[src/rtl/fwd_hazard_unit.sv]
// fwd_hazard_unit: EX operand forwarding, load-use stall and a tracker for one outstanding multiply.
// Define FWD_MUL_EN to build the multiply tracker and the multiplier forwarding path (Fwd=3).
module fwd_hazard_unit #(
    parameter int REG_W   = 5,
    parameter int NUM_SRC = 2,
    parameter int MUL_LAT = 4
) (
    input  logic                     clk,
    input  logic                     rst,
    input  logic                     IdValid,
    input  logic [NUM_SRC*REG_W-1:0] IdSrc,
    input  logic [NUM_SRC-1:0]       IdSrcUse,
    input  logic                     IdWb,
    input  logic [REG_W-1:0]         IdRd,
    input  logic                     IdIsMul,
    input  logic [NUM_SRC*REG_W-1:0] IdExSrc,
    input  logic                     IdExWb,
    input  logic [REG_W-1:0]         IdExRd,
    input  logic                     IdExIsLoad,
    input  logic                     ExMemWb,
    input  logic [REG_W-1:0]         ExMemRd,
    input  logic                     MemWbWb,
    input  logic [REG_W-1:0]         MemWbRd,
    output logic [NUM_SRC*2-1:0]     Fwd,
    output logic                     Stall,
    output logic                     MulBusy,
    output logic                     MulDone,
    output logic [REG_W-1:0]         MulRdOut
);
    localparam int CNT_W = $clog2(MUL_LAT + 1);

    logic             load_hit;
    logic             load_use;
    logic             mul_stall;
    logic             mul_fwd_v;
    logic [REG_W-1:0] mul_rd_d;

    always_comb begin
        load_hit = 1'b0;
        for (int k = 0; k < NUM_SRC; k++) begin
            if (IdSrcUse[k] && (IdExRd == IdSrc[k*REG_W +: REG_W])) load_hit = 1'b1;
        end
    end

    assign load_use = IdValid & IdExIsLoad & IdExWb & (IdExRd != '0) & load_hit;
    assign Stall    = ~rst & (load_use | mul_stall);

    // EX/MEM beats the multiplier result, which beats MEM/WB; r0 never forwards
    always_comb begin
        Fwd = '0;
        for (int k = 0; k < NUM_SRC; k++) begin
            if (rst)
                Fwd[2*k +: 2] = 2'd0;
            else if (ExMemWb && (ExMemRd != '0) && (ExMemRd == IdExSrc[k*REG_W +: REG_W]))
                Fwd[2*k +: 2] = 2'd2;
            else if (mul_fwd_v && (mul_rd_d != '0) && (mul_rd_d == IdExSrc[k*REG_W +: REG_W]))
                Fwd[2*k +: 2] = 2'd3;
            else if (MemWbWb && (MemWbRd != '0) && (MemWbRd == IdExSrc[k*REG_W +: REG_W]))
                Fwd[2*k +: 2] = 2'd1;
        end
    end

`ifdef FWD_MUL_EN
    // state | meaning
    // IDLE  | no multiply outstanding
    // BUSY  | multiply in flight, cnt cycles until its result is written
    typedef enum logic {IDLE, BUSY} state_t;

    state_t           state, state_next;
    logic [CNT_W-1:0] cnt, cnt_next;
    logic [REG_W-1:0] mul_rd, mul_rd_next;
    logic             mul_done;
    logic             issue;
    logic             raw_hit;

    assign mul_done = (state == BUSY) && (cnt == CNT_W'(1));
    assign issue    = IdValid & IdIsMul & ~Stall;

    always_comb begin
        raw_hit = 1'b0;
        for (int k = 0; k < NUM_SRC; k++) begin
            if (IdSrcUse[k] && (mul_rd != '0) && (IdSrc[k*REG_W +: REG_W] == mul_rd)) raw_hit = 1'b1;
        end
    end

    // The completing cycle releases all hazards so a dependent or a new multiply can leave ID
    assign mul_stall = (state == BUSY) & ~mul_done & IdValid &
                       (raw_hit | (IdWb & (IdRd == mul_rd)) | IdIsMul);

    always_ff @(posedge clk) begin
        if (rst) begin
            state     <= IDLE;
            cnt       <= '0;
            mul_rd    <= '0;
            mul_rd_d  <= '0;
            mul_fwd_v <= 1'b0;
        end else begin
            state     <= state_next;
            cnt       <= cnt_next;
            mul_rd    <= mul_rd_next;
            mul_fwd_v <= mul_done;
            if (mul_done) mul_rd_d <= mul_rd;
        end
    end

    always_comb begin
        state_next  = state;
        cnt_next    = cnt;
        mul_rd_next = mul_rd;
        case (state)
            IDLE: begin
                if (issue) begin
                    state_next  = BUSY;
                    cnt_next    = CNT_W'(MUL_LAT);
                    mul_rd_next = IdRd;
                end
            end
            BUSY: begin
                cnt_next = cnt - CNT_W'(1);
                if (mul_done) begin
                    if (issue) begin
                        cnt_next    = CNT_W'(MUL_LAT);
                        mul_rd_next = IdRd;
                    end else begin
                        state_next = IDLE;
                    end
                end
            end
            default: state_next = IDLE;
        endcase
    end

    assign MulBusy  = (state == BUSY);
    assign MulDone  = mul_done;
    assign MulRdOut = mul_rd;
`else
    logic unused_mul_in;

    assign unused_mul_in = ^{clk, IdWb, IdRd, IdIsMul};
    assign mul_stall     = 1'b0;
    assign mul_fwd_v     = 1'b0;
    assign mul_rd_d      = '0;
    assign MulBusy       = 1'b0;
    assign MulDone       = 1'b0;
    assign MulRdOut      = '0;
`endif
endmodule

[config.mk]
export PLATFORM = sky130hd
export DESIGN_NAME = fwd_hazard_unit
export DESIGN_NICKNAME = d
export VERILOG_FILES = /design/src/rtl/fwd_hazard_unit.sv
export SDC_FILE = /design/constraint.sdc
export NUM_CORES = 1
export LEC_CHECK = 0
export ABC_CLOCK_PERIOD_IN_PS = 3300
export CAP_MARGIN = 0
export CORE_MARGIN = 3
export CORE_UTILIZATION = 29
export DETAILED_ROUTE_END_ITERATION = 12
export PLACE_DENSITY = 0.91
export SETUP_SLACK_MARGIN = 0.1
export SYNTH_ARGS = -nofsm -noshare
export SYNTH_HDL_FRONTEND = slang
export SYNTH_SLANG_ARGS = --single-unit
[constraint.sdc]
create_clock -name vclk -period 3.3
set_input_delay 0.825 -clock vclk [all_inputs]
set_output_delay 0.825 -clock vclk [all_outputs]
set_load 0.1 [all_outputs]
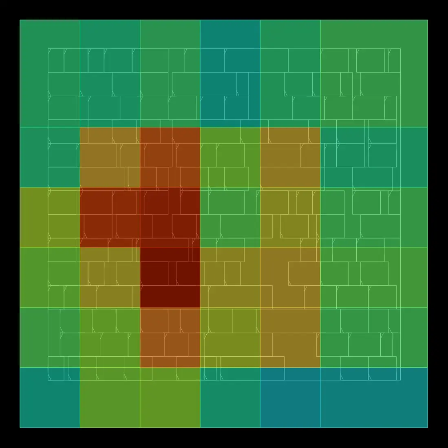
Figure 1: track usage over the die.
final core utilization: 81.7%
met1 global-route usage: 16.2%

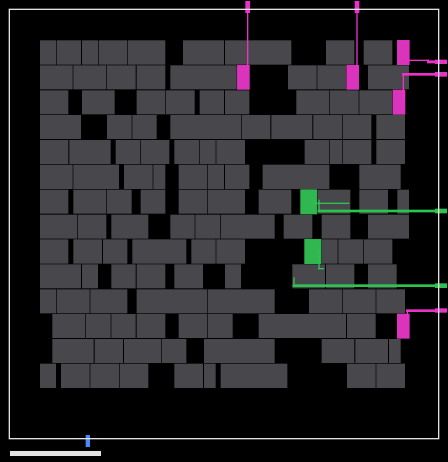
Figure 2: wires at chosen ports, followed through buffers.
Scale bar: 10 µm.
[green] IdSrcUse | bits: 2 | direction: input | edge: right | end cells: 2 | buffers: 2 | wire: 36.6 µm
[magenta] MulRdOut | bits: 5 | direction: output | edge: 3 right, 2 top | end cells: 5 | buffers: 0 | wire: 25.9 µm
[blue] clk | bits: 1 | direction: input | edge: bottom | end cells: 0 | buffers: 0
I/O Buffers: 48
IO Pins: 63

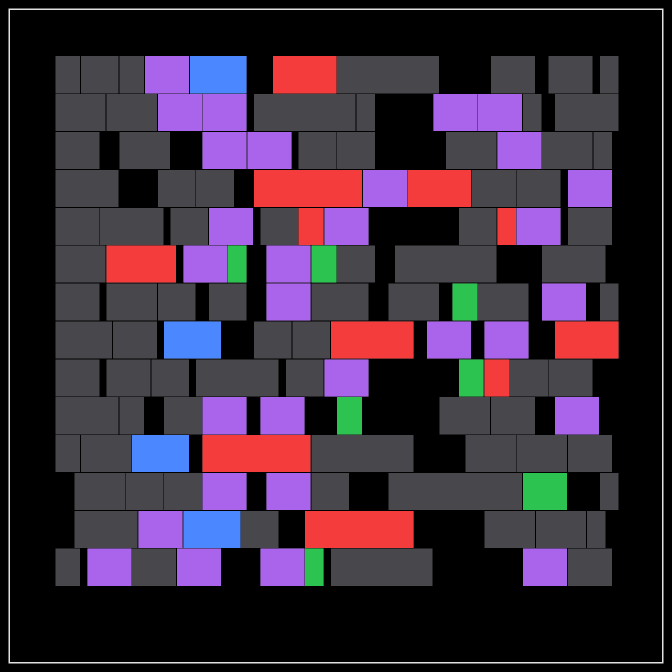
Figure 3: selected gate families.
[red] nor cells | cells: 11
[purple] xor and xnor cells | cells: 30 | most used: xor2_1
[blue] and/or cells | cells: 4 | most used: or4_4
[green] nand cells | cells: 7 | most used: nand3_1
combinational share of cell area: 45.0%
Final Non-Filler Cells: 148
most frequent logic cell in the layout: buf_4

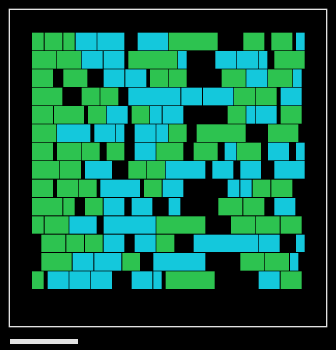
Figure 4: cell classes on the final placement.
Scale bar: 10 µm.
[cyan] combinational and other logic | cells: 62
[green] remaining buffers and delay cells | cells: 70
Seq/total area: 0%
post-route cell area: 0.00126 mm²

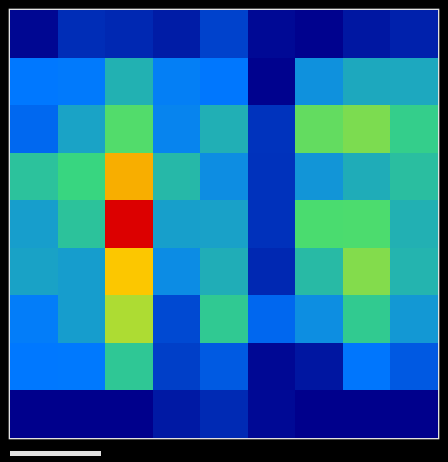
Figure 5: signal metal coverage by tile.
Scale bar: 10 µm. 9 x 9 tiles, from dark blue (low) to red (high), scaled to the fullest tile. Values are wire area over tile area, all layers added.
mean over tiles: 0.17
fullest tile: 0.60
nearly empty tiles: 15%
emptiest ninth of the die: bottom middle
overall global routing resource usage: 18.8%
Post-Route WL: 2.11 mm

==> results.toml <==
# flow metrics
[run_status]
status = "finished, final reports clean"

[pwr]
pg_seq_w = 0
p_total_w = 0.000173
p_clk_w = 0
p_per_area_mw_per_mm2 = 138
p_int_w = 0.0000791
ir_worst_vdd_uv = 80.1

[place]
gp_congestion = 0.766

[finish]
comb_area_um2 = 567
buf_share_pct = 53.4
clock_buffers = 0
seq_area_um2 = 0

[logic_synthesis]
top_logic_kind = "XOR/XNOR gates"
mux_share_pct = 0
yosys.area.top_type = "xor2_1"
ys_warn_count = 0
ys_seq_share_pct = 0
synthCells = 63
simple_gate_area_share_pct = 29.3

[run]
tool_warnings = 43

[critical_path]
crit_path_top_delay_cell = "or4_4"
cp_max_fo = 2
crit_family = "simple AND/OR/NAND/NOR gates"
startpoint = "IdExSrc[9]"

[drt]
post-route-drc-count = 0
wl_met1_um = 631
vias = 735

[timing]
hold_slack_ns = 2.20
finalCritPeriodShare_pct = 96.0
setup_violations = 0
rsz0062_at_grt = "false"

[floorplanning]
chipArea_mm2 = 0.00219

[worst_hold_path]
min_path_type = "in -> out"
hold_path_end = "Fwd[1]"

[global_routing]
antenna_found_initial = 0
grt_first_pass_wirelength_mm = 2.97
overflow = 0
